File: src/rtl/cpu_mem_pkg.sv
// cpu_mem_pkg: shared widths, size encoding, FSM states and request checking
package cpu_mem_pkg;
  localparam int BYTE_ADDR_W = 9;
  localparam int WORD_ADDR_W = 7;
  localparam int DATA_W = 32;
  typedef enum logic [1:0] {SZ_BYTE = 2'b00, SZ_HALF = 2'b01, SZ_WORD = 2'b10, SZ_RSVD = 2'b11} size_e;
  typedef enum logic [2:0] {IDLE, LD_ADDR, LD_DATA, RMW_ADDR, RMW_MERGE, WR, ERR} state_e;
  function automatic logic req_error(input logic [1:0] size, input logic [1:0] lane);
    return size == SZ_RSVD || (size == SZ_HALF && lane[0]) || (size == SZ_WORD && lane != 2'b00);
  endfunction
endpackage

File: src/rtl/mem_access_ctrl_if.sv
// mem_access_ctrl_if: CPU request/response and data-memory bus bundle
interface mem_access_ctrl_if;
  import cpu_mem_pkg::*;
  logic                   req_valid;
  logic                   req_ready;
  logic                   req_we;
  logic [1:0]             req_size;
  logic                   req_unsigned;
  logic [BYTE_ADDR_W-1:0] req_addr;
  logic [DATA_W-1:0]      req_wdata;
  logic                   resp_valid;
  logic                   resp_err;
  logic [DATA_W-1:0]      resp_rdata;
  logic [WORD_ADDR_W-1:0] mem_address;
  logic [DATA_W-1:0]      mem_write_data;
  logic                   mem_we2;
  logic [DATA_W-1:0]      mem_read_data;
  modport master (
    output req_valid, req_we, req_size, req_unsigned, req_addr, req_wdata, mem_read_data,
    input  req_ready, resp_valid, resp_err, resp_rdata, mem_address, mem_write_data, mem_we2
  );
  modport slave (
    input  req_valid, req_we, req_size, req_unsigned, req_addr, req_wdata, mem_read_data,
    output req_ready, resp_valid, resp_err, resp_rdata, mem_address, mem_write_data, mem_we2
  );
endinterface

File: src/rtl/mem_lane_align.sv
// mem_lane_align: little-endian load lane extraction/extension and store lane merge
module mem_lane_align
  import cpu_mem_pkg::*;
(
  input  logic [1:0]        size,
  input  logic              is_unsigned,
  input  logic [1:0]        lane,
  input  logic [DATA_W-1:0] rdata,
  input  logic [DATA_W-1:0] wdata,
  output logic [DATA_W-1:0] ld_data,
  output logic [DATA_W-1:0] st_word
);
  logic [7:0]  b;
  logic [15:0] h;
  // Pick the addressed byte/half, extend it for loads, splice store data into the read word
  always_comb begin
    b = rdata[{lane, 3'b000} +: 8];
    h = lane[1] ? rdata[31:16] : rdata[15:0];
    ld_data = size == SZ_BYTE ? {{24{b[7] && !is_unsigned}}, b} :
              size == SZ_HALF ? {{16{h[15] && !is_unsigned}}, h} : rdata;
    st_word = rdata;
    if (size == SZ_BYTE) st_word[{lane, 3'b000} +: 8] = wdata[7:0];
    else if (size == SZ_HALF) st_word[{lane[1], 4'b0000} +: 16] = wdata[15:0];
  end
endmodule

File: src/rtl/mem_access_ctrl.sv
// mem_access_ctrl: single-outstanding CPU load/store controller over a word-wide registered memory
module mem_access_ctrl
  import cpu_mem_pkg::*;
(
  input logic clk,
  input logic reset,
  mem_access_ctrl_if.slave bus
);
  state_e                 state, state_nxt;
  logic                   uns_q;
  logic [1:0]             size_q;
  logic [BYTE_ADDR_W-1:0] addr_q;
  logic [DATA_W-1:0]      data_q, ld_data, st_word;
  logic                   accept;
  assign accept = bus.req_valid && bus.req_ready;
  mem_lane_align u_align (
    .size        (size_q),
    .is_unsigned (uns_q),
    .lane        (addr_q[1:0]),
    .rdata       (bus.mem_read_data),
    .wdata       (data_q),
    .ld_data     (ld_data),
    .st_word     (st_word)
  );
  // State and request registers; data_q holds store data, later replaced by the merged word
  always_ff @(posedge clk) begin
    if (reset) begin
      state  <= IDLE;
      uns_q  <= 1'b0;
      size_q <= '0;
      addr_q <= '0;
      data_q <= '0;
    end else begin
      state <= state_nxt;
      if (accept) begin
        uns_q  <= bus.req_unsigned;
        size_q <= bus.req_size;
        addr_q <= bus.req_addr;
        data_q <= bus.req_wdata;
      end else if (state == RMW_MERGE) begin
        data_q <= st_word;
      end
    end
  end
  // Next state and decoded outputs; reset masks every externally visible strobe
  always_comb begin
    state_nxt = state;
    unique case (state)
      IDLE:      if (accept) state_nxt = req_error(bus.req_size, bus.req_addr[1:0]) ? ERR :
                                         !bus.req_we ? LD_ADDR :
                                         bus.req_size == SZ_WORD ? WR : RMW_ADDR;
      LD_ADDR:   state_nxt = LD_DATA;
      RMW_ADDR:  state_nxt = RMW_MERGE;
      RMW_MERGE: state_nxt = WR;
      default:   state_nxt = IDLE;
    endcase
    bus.req_ready      = !reset && state == IDLE;
    bus.resp_valid     = !reset && (state == LD_DATA || state == WR || state == ERR);
    bus.resp_err       = !reset && state == ERR;
    bus.resp_rdata     = (!reset && state == LD_DATA) ? ld_data : '0;
    bus.mem_we2        = !reset && state == WR;
    bus.mem_address    = reset ? '0 : addr_q[BYTE_ADDR_W-1:2];
    bus.mem_write_data = (!reset && state == WR) ? data_q : '0;
  end
endmodule

File: src/flat_wrapper.sv
// flat-port wrapper written by rule: the top's interface ports become plain ports
module mem_access_ctrl_flat import cpu_mem_pkg::*;
  (clk, reset, bus_req_valid, bus_req_we, bus_req_size, bus_req_unsigned, bus_req_addr, bus_req_wdata, bus_mem_read_data, bus_req_ready, bus_resp_valid, bus_resp_err, bus_resp_rdata, bus_mem_address, bus_mem_write_data, bus_mem_we2);
  mem_access_ctrl_if bus_i ();
  input logic clk;
  input logic reset;
  input wire logic [$bits(bus_i.req_valid)-1:0] bus_req_valid;
  input wire logic [$bits(bus_i.req_we)-1:0] bus_req_we;
  input wire logic [$bits(bus_i.req_size)-1:0] bus_req_size;
  input wire logic [$bits(bus_i.req_unsigned)-1:0] bus_req_unsigned;
  input wire logic [$bits(bus_i.req_addr)-1:0] bus_req_addr;
  input wire logic [$bits(bus_i.req_wdata)-1:0] bus_req_wdata;
  input wire logic [$bits(bus_i.mem_read_data)-1:0] bus_mem_read_data;
  output wire logic [$bits(bus_i.req_ready)-1:0] bus_req_ready;
  output wire logic [$bits(bus_i.resp_valid)-1:0] bus_resp_valid;
  output wire logic [$bits(bus_i.resp_err)-1:0] bus_resp_err;
  output wire logic [$bits(bus_i.resp_rdata)-1:0] bus_resp_rdata;
  output wire logic [$bits(bus_i.mem_address)-1:0] bus_mem_address;
  output wire logic [$bits(bus_i.mem_write_data)-1:0] bus_mem_write_data;
  output wire logic [$bits(bus_i.mem_we2)-1:0] bus_mem_we2;
  assign bus_i.req_valid = bus_req_valid;
  assign bus_i.req_we = bus_req_we;
  assign bus_i.req_size = bus_req_size;
  assign bus_i.req_unsigned = bus_req_unsigned;
  assign bus_i.req_addr = bus_req_addr;
  assign bus_i.req_wdata = bus_req_wdata;
  assign bus_i.mem_read_data = bus_mem_read_data;
  assign bus_req_ready = bus_i.req_ready;
  assign bus_resp_valid = bus_i.resp_valid;
  assign bus_resp_err = bus_i.resp_err;
  assign bus_resp_rdata = bus_i.resp_rdata;
  assign bus_mem_address = bus_i.mem_address;
  assign bus_mem_write_data = bus_i.mem_write_data;
  assign bus_mem_we2 = bus_i.mem_we2;
  mem_access_ctrl u_core (.clk(clk), .reset(reset), .bus(bus_i));
endmodule
File: config.mk
export PLATFORM = sky130hd
export DESIGN_NAME = mem_access_ctrl_flat
export DESIGN_NICKNAME = d
export VERILOG_FILES = /design/src/rtl/cpu_mem_pkg.sv /design/src/rtl/mem_access_ctrl_if.sv /design/src/rtl/mem_lane_align.sv /design/src/rtl/mem_access_ctrl.sv /design/src/flat_wrapper.sv
export SDC_FILE = /design/constraint.sdc
export NUM_CORES = 1
export LEC_CHECK = 0
export ABC_AREA = 1
export CORE_MARGIN = 2
export CORE_UTILIZATION = 40
export CTS_CLUSTER_DIAMETER = 150
export DETAILED_ROUTE_END_ITERATION = 7
export PLACE_DENSITY = 0.73
export RECOVER_POWER = 50
export SYNTH_ARGS = -nofsm -noshare
export SYNTH_HDL_FRONTEND = slang
export SYNTH_SLANG_ARGS = --single-unit
export TNS_END_PERCENT = 10
File: constraint.sdc
create_clock -name clk -period 6.75 [get_ports clk]
set_clock_uncertainty 0.2 [all_clocks]
set_input_delay 1.35 -clock clk [delete_from_list [all_inputs] [get_ports clk]]
set_output_delay 1.35 -clock clk [all_outputs]
set_load 0.02 [all_outputs]
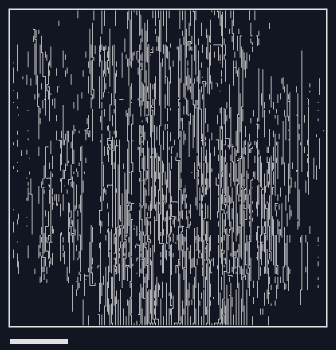
*Signal wires on met2, run 1*
Scale bar: 20 um.
738 nets have wire on it. The layer holds 45% of the routed length. The wires run mostly vertical. The layer carries 7,030 um of wire. The longest straight run is 45.0 um.
via count: 5,417
Routed WL: 15,600 um
met2 usage: 0.425

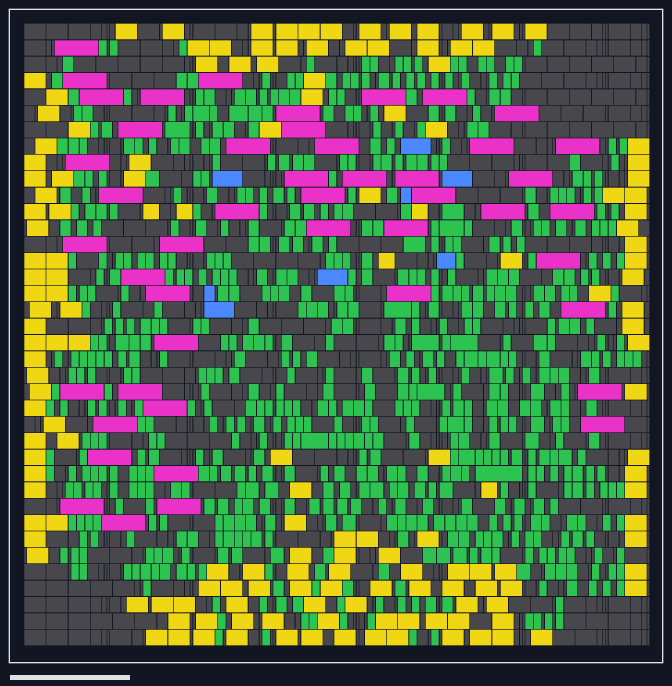
*Cell classes on the final placement, run 1*
Scale bar: 20 um. Fill, decap, tap and diode cells in grey.
Yellow shows remaining buffers and delay cells, cells 159. Magenta shows registers, cells 47. Blue shows clock drivers and dummy loads, cells 8. Green shows remaining logic cells, cells 703.

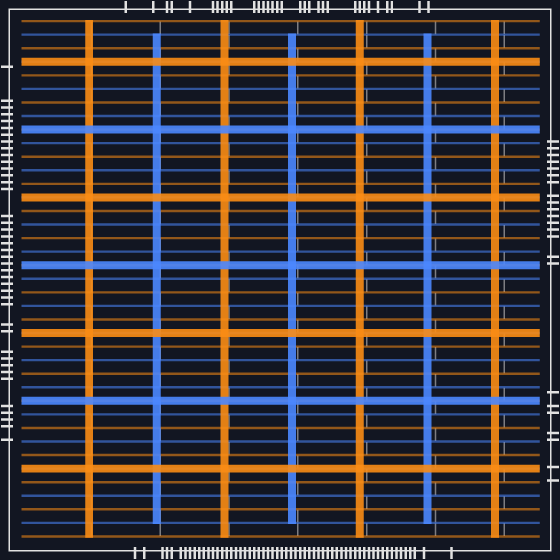
*Supply network, run 1*
Pins as bars on the die edge. Tap cells in grey.
Blue shows VDD. Orange shows VSS.
The core has 38 rows. 7 straps on met5. 155 signal pins sit on the boundary.

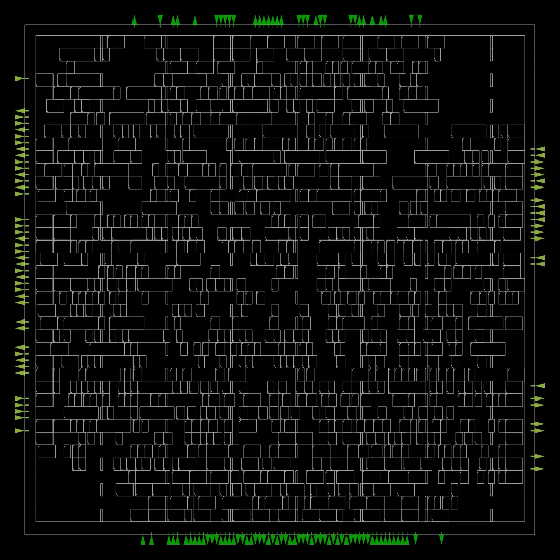
*Placement view, run 1*
final cell count without fillers: 1,057
Filler Cell Count: 1,196
num rows: 38

==> ci_impl_report.md, run 1 <==
## Synthesis and layout report

| Metric | Value |
|---|---|
| Critical path's largest stage delay | `0.69 ns` |
| Tap Count | `140` |
| WP data arrival | `4.06 ns` |
| Initial Util | `0.405` |
| CP Buf/Inv Count | `3` |
| Register share of the cell area | `0.160` |
| Final setup fails | `0` |
| Power share of the combinational group | `0.603` |
| Distinct lib cells | `27` |
| Max reg flops | `32` |
| Max Transition Viols Final | `0` |
| Synth Seq Share | `0.216` |
| Clock Buffer Count | `5` |
| Min-delay worst type | `register to register` |
| Top cell excl fill/tap | `nor2_1` |
| Avg WL per Cell | `14.7 um` |
| Post-Syn Area | `4350 sq um` |
| Post-synth EDFFs | `0` |
| GPL Wtd Cong | `1.01` |
| Post-synth top cells | `nor2_1, nand2_1, inv_1` |
| Switching Share | `0.521` |
| Cell total in the yosys stat output | `801` |
| Clock-pin slew on the worst setup and hold paths | `0.10 ns` |
| Unrepaired setup endpoints after global routing | `false` |
| Clock network area share | `0.0149` |
| Met3 Wirelength | `957 um` |
| R2r worst-path depth | `6` |
| Hpwl dp | `11,700 um` |
| CTS buffer count | `5` |
| I/O pin cnt | `155` |
| Fmax | `0.178 GHz` |
| Clock Power Share | `0.102` |
| Final hold slack | `0.257 ns` |
| Logic power comb | `1.04 mW` |
| Pleak | `2.70 nW` |
| Number of OpenROAD warnings | `30` |
| Design area | `5870 sq um` |
| Chip area | `11,700 sq um` |
| Pwr dens | `293 nW/um^2` |
| DP Area | `5820 sq um` |
| Grt met1 use | `0.358` |
| Sw Pwr | `895 uW` |
| CP startpoint kind | `input port` |
| Clock Tree Buf Depth | `2` |
| CP Depth | `7` |
| Synth Area in XOR/XNOR | `0` |
| Top reg by flops | `u_core.data_q` |
| Area grow syn2layout | `35.0%` |
| Internal Dissipation | `824 uW` |
| Status | `complete, no violations` |
| Placed Cells | `1,049` |
| Reg2reg start | `u_core.state[0]$_SDFFE_PP0P_` |
| Residual DRC count | `0` |
| Via density | `5.12` |
| Cell accounting for the most synthesized area | `dfxtp_1` |
| Logic area | `2730 sq um` |
| Worst slew pin tran | `1.21 ns` |
| Initial drt markers | `350` |
| Antenna Cells | `0` |
| FF-to-FF setup slack | `3.22 ns` |
| WS Path Type | `input port to output port` |
| Top Metal Used | `met4` |
| Final core occ | `0.547` |
| Gr ovfl total | `0` |
| Sequential cell area | `941 sq um` |
| Bufs w/o clock | `159` |
| Flop pwr share | `0.295` |
| Layer with the highest usage | `met2` |
| Die x size | `108 um` |
| Synth mux share | `0` |
| Combinational share of cell area | `0.464` |
| CP endpoint | `bus_resp_rdata[13]` |
| Cell group occupying the most layout area | `multi-input combinational cells` |
| Post-cts sizing count | `0` |
| First-pass GRT wire length | `24,600 um` |
### Clock distribution, run 1

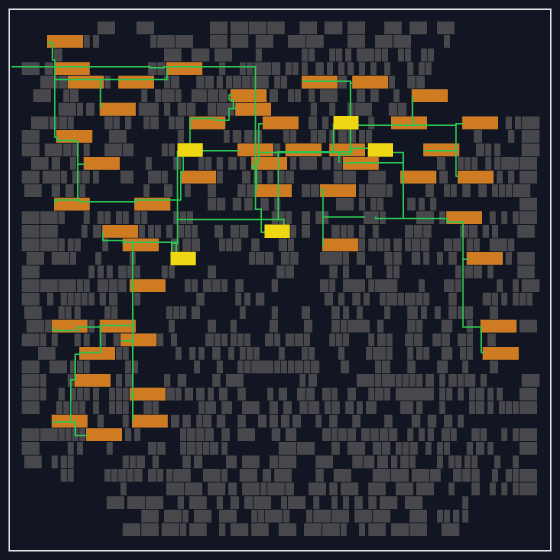

==> run 2, diff against run 1 <==
--- a/config.mk
+++ b/config.mk
@@ -10,7 +10,7 @@
 export CORE_UTILIZATION = 40
 export CTS_CLUSTER_DIAMETER = 150
 export DETAILED_ROUTE_END_ITERATION = 7
-export PLACE_DENSITY = 0.73
+export PLACE_DENSITY = 0.75
 export RECOVER_POWER = 50
 export SYNTH_ARGS = -nofsm -noshare
 export SYNTH_HDL_FRONTEND = slang
==> constraint.sdc (replaced) <==
create_clock -name clk -period 4.87 [get_ports clk]
set_clock_uncertainty 0.2 [all_clocks]
set_input_delay 0.974 -clock clk [delete_from_list [all_inputs] [get_ports clk]]
set_output_delay 0.974 -clock clk [all_outputs]
set_load 0.02 [all_outputs]
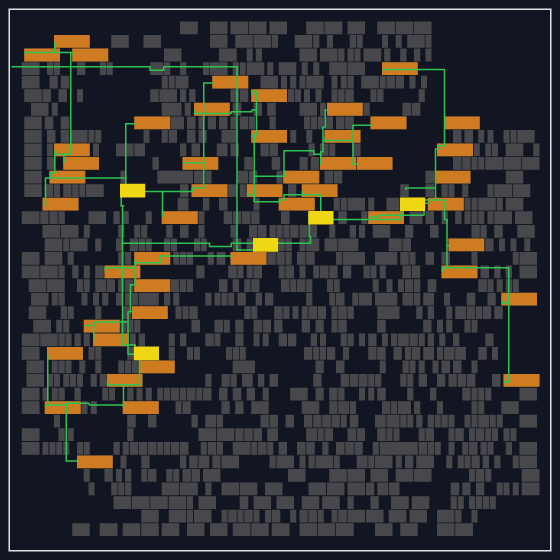
*Clock distribution, run 2*
Yellow shows clock-net drivers, count 5. Green shows clock wires, length 679 um. Orange shows flip-flops, count 47.
There are 6 routed clock nets.
later-pin clock latency in the skew report: 0.31 ns
Clock Power Share: 0.099
clock-net power: 238 uW

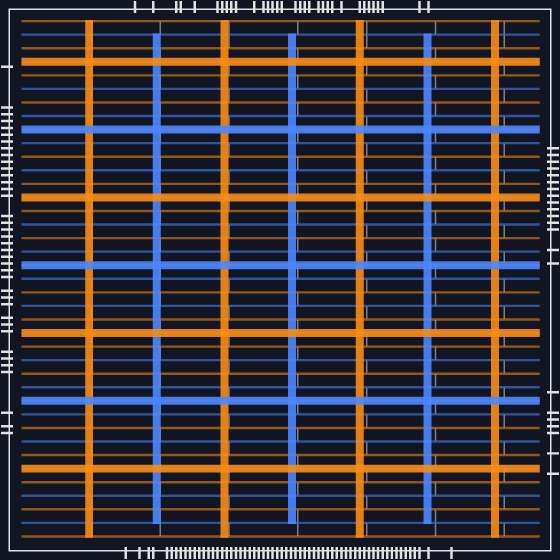
*Supply network, run 2*
Pins as bars on the die edge. Tap cells in grey.
Orange shows VSS. Blue shows VDD.
7 straps on met4. 7 straps on met5. 39 met1 rails follow the rows. 140 tap cells.
core region area: 10,700 sq um
peak supply drop: 0.207 mV
die y size: 108 um

==> ci_impl_report.md, run 2 <==
## Synthesis and layout report

| Metric | Value |
|---|---|
| R2r worst-path depth | `7 (+1)` |
| CP endpoint | `bus_resp_rdata[15]` |
| Chip area | `11,700 sq um (unchanged)` |
| First-pass GRT wire length | `24,600 um (unchanged)` |
| Design area | `5930 sq um (+0.94%)` |
| Max Transition Viols Final | `0 (unchanged)` |
| Avg WL per Cell | `14.8 um (+0.67%)` |
| Final core occ | `0.552 (+0.00512)` |
| Via density | `5.17 (+0.93%)` |
| Critical path's largest stage delay | `0.62 ns (-0.07 ns)` |
| Die x size | `108 um (unchanged)` |
| GPL Wtd Cong | `0.989 (-2.6%)` |
| CP Depth | `7 (unchanged)` |
| Synth Seq Share | `0.216 (unchanged)` |
| Top reg by flops | `u_core.data_q` |
| Flop pwr share | `0.293 (-0.002)` |
| Clock network area share | `0.0137 (-0.00119)` |
| Tap Count | `140 (unchanged)` |
| Post-synth top cells | `nor2_1, nand2_1, inv_1` |
| Final hold slack | `0.258 ns (+0.00120 ns)` |
| Bufs w/o clock | `164 (+3.1%)` |
| Clock Buffer Count | `7 (+2)` |
| Logic power comb | `1.47 mW (+41%)` |
| Pleak | `2.73 nW (+1.1%)` |
| Pwr dens | `407 nW/um^2 (+39%)` |
| Synth Area in XOR/XNOR | `0 (unchanged)` |
| Placed Cells | `1,054 (+0.48%)` |
| Initial drt markers | `600 (+71%)` |
| Cell group occupying the most layout area | `multi-input combinational cells` |
| Hpwl dp | `11,800 um (+0.61%)` |
| Antenna Cells | `0 (unchanged)` |
| DP Area | `5870 sq um (+0.86%)` |
| Unrepaired setup endpoints after global routing | `false` |
| WS Path Type | `input port to output port` |
| Post-cts sizing count | `0 (unchanged)` |
| Met2 usage | `0.449 (+0.0247)` |
| Met3 Wirelength | `1340 um (+40%)` |
| Final cell count without fillers | `1,062 (+0.47%)` |
| Final setup fails | `0 (unchanged)` |
| Worst slew pin tran | `1.13 ns (-0.0865 ns)` |
| Combinational share of cell area | `0.462 (-0.00178)` |
| Register share of the cell area | `0.159 (-0.00149)` |
| Clock Tree Buf Depth | `2 (unchanged)` |
| Filler Cell Count | `1,191 (-0.42%)` |
| Switching Share | `0.521 (about the same)` |
| CP startpoint kind | `input port` |
| Max reg flops | `32 (unchanged)` |
| Cell accounting for the most synthesized area | `dfxtp_1` |
| Fmax | `0.228 GHz` |
| Top cell excl fill/tap | `nor2_1` |
| Num rows | `38 (unchanged)` |
| Status | `complete, no violations` |
| Synth mux share | `0 (unchanged)` |
| Cell total in the yosys stat output | `801 (unchanged)` |
| Initial Util | `0.405 (unchanged)` |
| FF-to-FF setup slack | `1.74 ns (-1.48 ns)` |
Power and IR drop assume default switching activity.
